==> config.mk <==
export PLATFORM = sky130hd
export DESIGN_NAME = deadlock_report_ctrl
export DESIGN_NICKNAME = d
export VERILOG_FILES = /design/src/rtl/deadlock_pkg.sv /design/src/rtl/deadlock_debounce.sv /design/src/rtl/deadlock_report_ctrl.sv
export SDC_FILE = /design/constraint.sdc
export NUM_CORES = 1
export LEC_CHECK = 0
export ABC_AREA = 1
export CORE_MARGIN = 4
export CORE_UTILIZATION = 45
export CTS_CLUSTER_SIZE = 25
export DETAILED_ROUTE_END_ITERATION = 6
export PLACE_DENSITY = 0.79
export SYNTH_ARGS = -nofsm -noshare
export SYNTH_HDL_FRONTEND = slang
export SYNTH_SLANG_ARGS = --single-unit
==> constraint.sdc <==
create_clock -name clock -period 1.9 [get_ports clock]
set_input_delay 0.38 -clock clock [delete_from_list [all_inputs] [get_ports clock]]
set_output_delay 0.38 -clock clock [all_outputs]
set_load 0.02 [all_outputs]
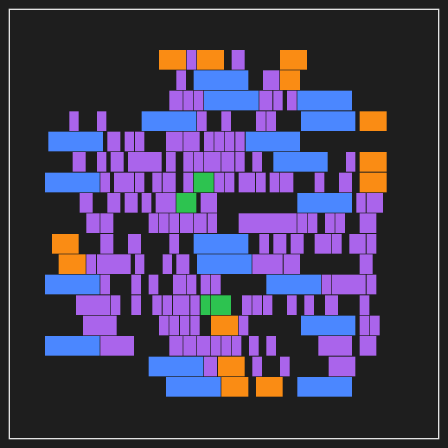
*Cells colored by class*
Purple marks all other logic, cells 138. Green marks clock drivers and dummy loads, cells 4. Blue marks flip-flops, cells 19. Orange marks other buffers and delay cells, cells 13.
Core Util, Final: 55.7%
final instance area: 0.00126 mm^2
sequential cell area share: 30.3%
Core Area: 0.00225 mm^2
# rows: 17

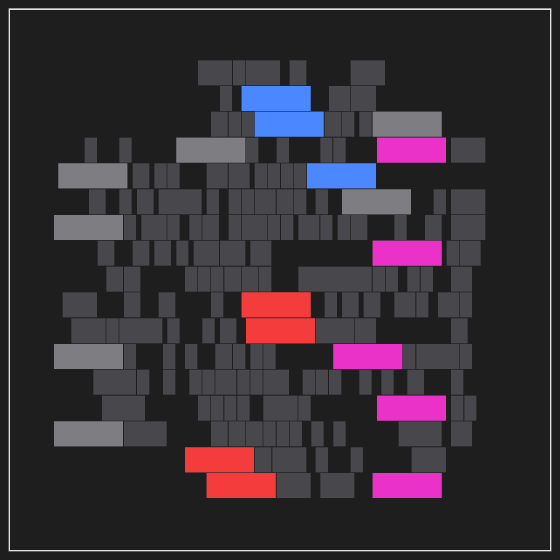
*Register map, names as in the netlist*
Other sequential cells in the stronger gray, the rest of the logic in the fainter gray.
Blue marks `r_state`, flops 3. Red marks `r_snap`, flops 4. Magenta marks `u_debounce.r_cnt`, flops 5.
Another 7 sequential cells are not colored.
Flop area: 380 um^2
Power Sequential: 0.407 mW

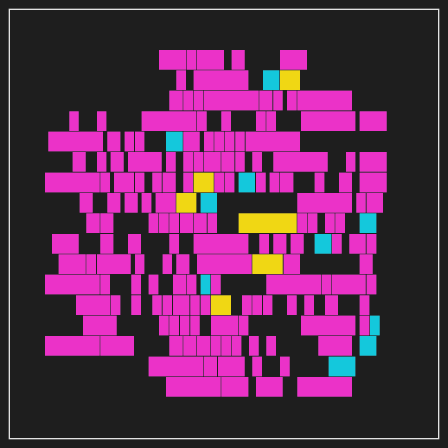
*Drive-strength map*
Yellow marks drive 3 to 4, cells 6. Cyan marks drive 2, cells 10. Magenta marks drive 1 or less, cells 158.
area grow syn2layout: 16.6%
Non-Clock Buffer Count: 13
setup ws final: 0.174 ns

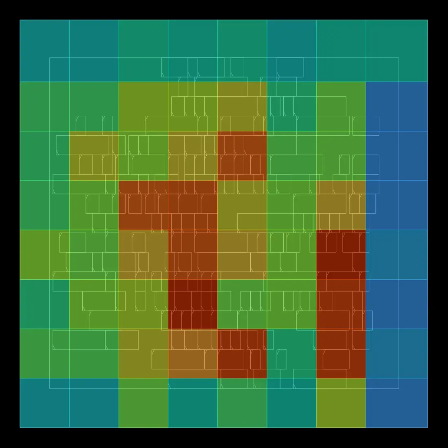
*Congestion heat map*
total track usage: 14.9%
global routing's busiest layer: met2

==> results.toml <==
# implementation run metrics
[power]
cellPowerDensity_mw_per_mm2 = 516

[final_timing]
hold_viol_final = 0
finalClockSkew_ns = 0.00207
setup_violations = 0
period_needed_ns = 1.73
rsz0062_at_grt = "no"
finalSetupTns_ns = 0

[clock_network]
cts_tree = "built"
ctsLongestPathBuffers = 2
root_buffer = "clkbuf_4"

[yosys]
synthXorXnorAreaFrac_pct = 0
area_leaders = "dfxtp_1, nand2_1, nor2_1"
compound_area_share_pct = 11.1
synth-main-ff-cell = "dfxtp_1"
top_cells_by_count = "nand2_1, nor2_1, inv_1, dfxtp_1"
top_logic_kind = "simple AND/OR/NAND/NOR gates"
top_cell_area_share_pct = 35.3
adder_share_pct = 8.13
synth.cell_area_mm2 = 0.00108
yosysWarnings = 0

[setup_path]
cp-end-kind = "primary output"
worstPathArrival_ns = 1.35
worstSetupPathDepth = 1
cpPeakStageDelay_ns = 0.64
worst-setup-path-type = "flip-flop to primary output"
crit_slowest_cell = "clkdlybuf4s50_1"
crit_required_ns = 1.52

[detailed_routing]
ant_nets = 0
drc_errors = 0
vias = 1017

[finish]
largest_register_ffs = 5
antennaDiodeCount = 0

[global_routing]
antenna_found_initial = 0
grt_pass1_wl_um = 3950
grt_overflow = 0

[placed_design]
portBuffers = 12
place_ws_ns = 0.167

[die]
die_w_um = 56.9

[run]
openroad.warnings = 30

[outcome]
status = "finished, final reports clean"
## layout by cell type (no fill, tap or decap)
cell type        instances
clkbuf_1                 1
ha_1                     7
nand4_1                  5
nand3_2                  1
a21oi_1                 10
nor2_4                   1
or2_1                    1
nand3_1                  7
nand4_4                  1
clkdlybuf4s50_1         12
nor2_2                   2
o21ai_1                  1
nand2_1                 31
dfxtp_1                 19
nor3_1                   1
inv_1                   25
o21ai_0                 10
a22oi_1                  1
inv_2                    2
nor2_1                  26
clkbuf_4                 3
o21bai_1                 1
buf_4                    1
nand2_2                  5
## per-layer routing
| layer | track usage (%) | wire length, um | share of wire (%) | vias to the layer above |
|---|---|---|---|---|
| li1 | - | - | - | 532 |
| met4 | 4.64 | 27 | 1.2 | 0 |
| met5 | 0 | 0 | 0 | - |
| met1 | 16.8 | 911 | 42 | 459 |
| met3 | 2.26 | 91 | 4.1 | 4 |
| met2 | 28.2 | 1160 | 53 | 22 |
## final cells by class
cell class,instances,area [um^2]
timing repair buffer,13,128
sequential,19,380
fill,238,998
multi-input combinational,111,586
clock buffer,4,26.3
tap,28,35.0
inverter,27,101
## cell families (layout without fill, tap and decap cells)
group	Yosys count	after routing
AOI/OAI and AO/OA	23	23
adders and majority gates	7	7
buffers and inverters	29	44
DFF	19	19
and+or+nand+nor	81	81
## metrics by stage
stage | cells | hold slack [ns] | utilization [%] | power [mW] | area [um^2]
2_1_floorplan | 159 | 0.444 | - | 0.439 | 1080
3_3_place_gp | 198 | 0.457 | 54.6 | 0.459 | 1230
3_5_place_dp | 198 | 0.446 | 54.6 | 0.461 | 1230
4_1_cts | 202 | 0.462 | 55.7 | 0.660 | 1260
5_1_grt | 202 | 0.506 | 55.7 | 0.678 | 1260
6_report | 202 | 0.459 | 55.7 | 0.648 | 1260
## power breakdown
part,switching (mW),internal (mW),total (mW)
sequential,0.00449,0.402,0.407
combinational,0.0224,0.0229,0.0453
clock,0.115,0.0815,0.196
Power is estimated from default activity; no workload was simulated.
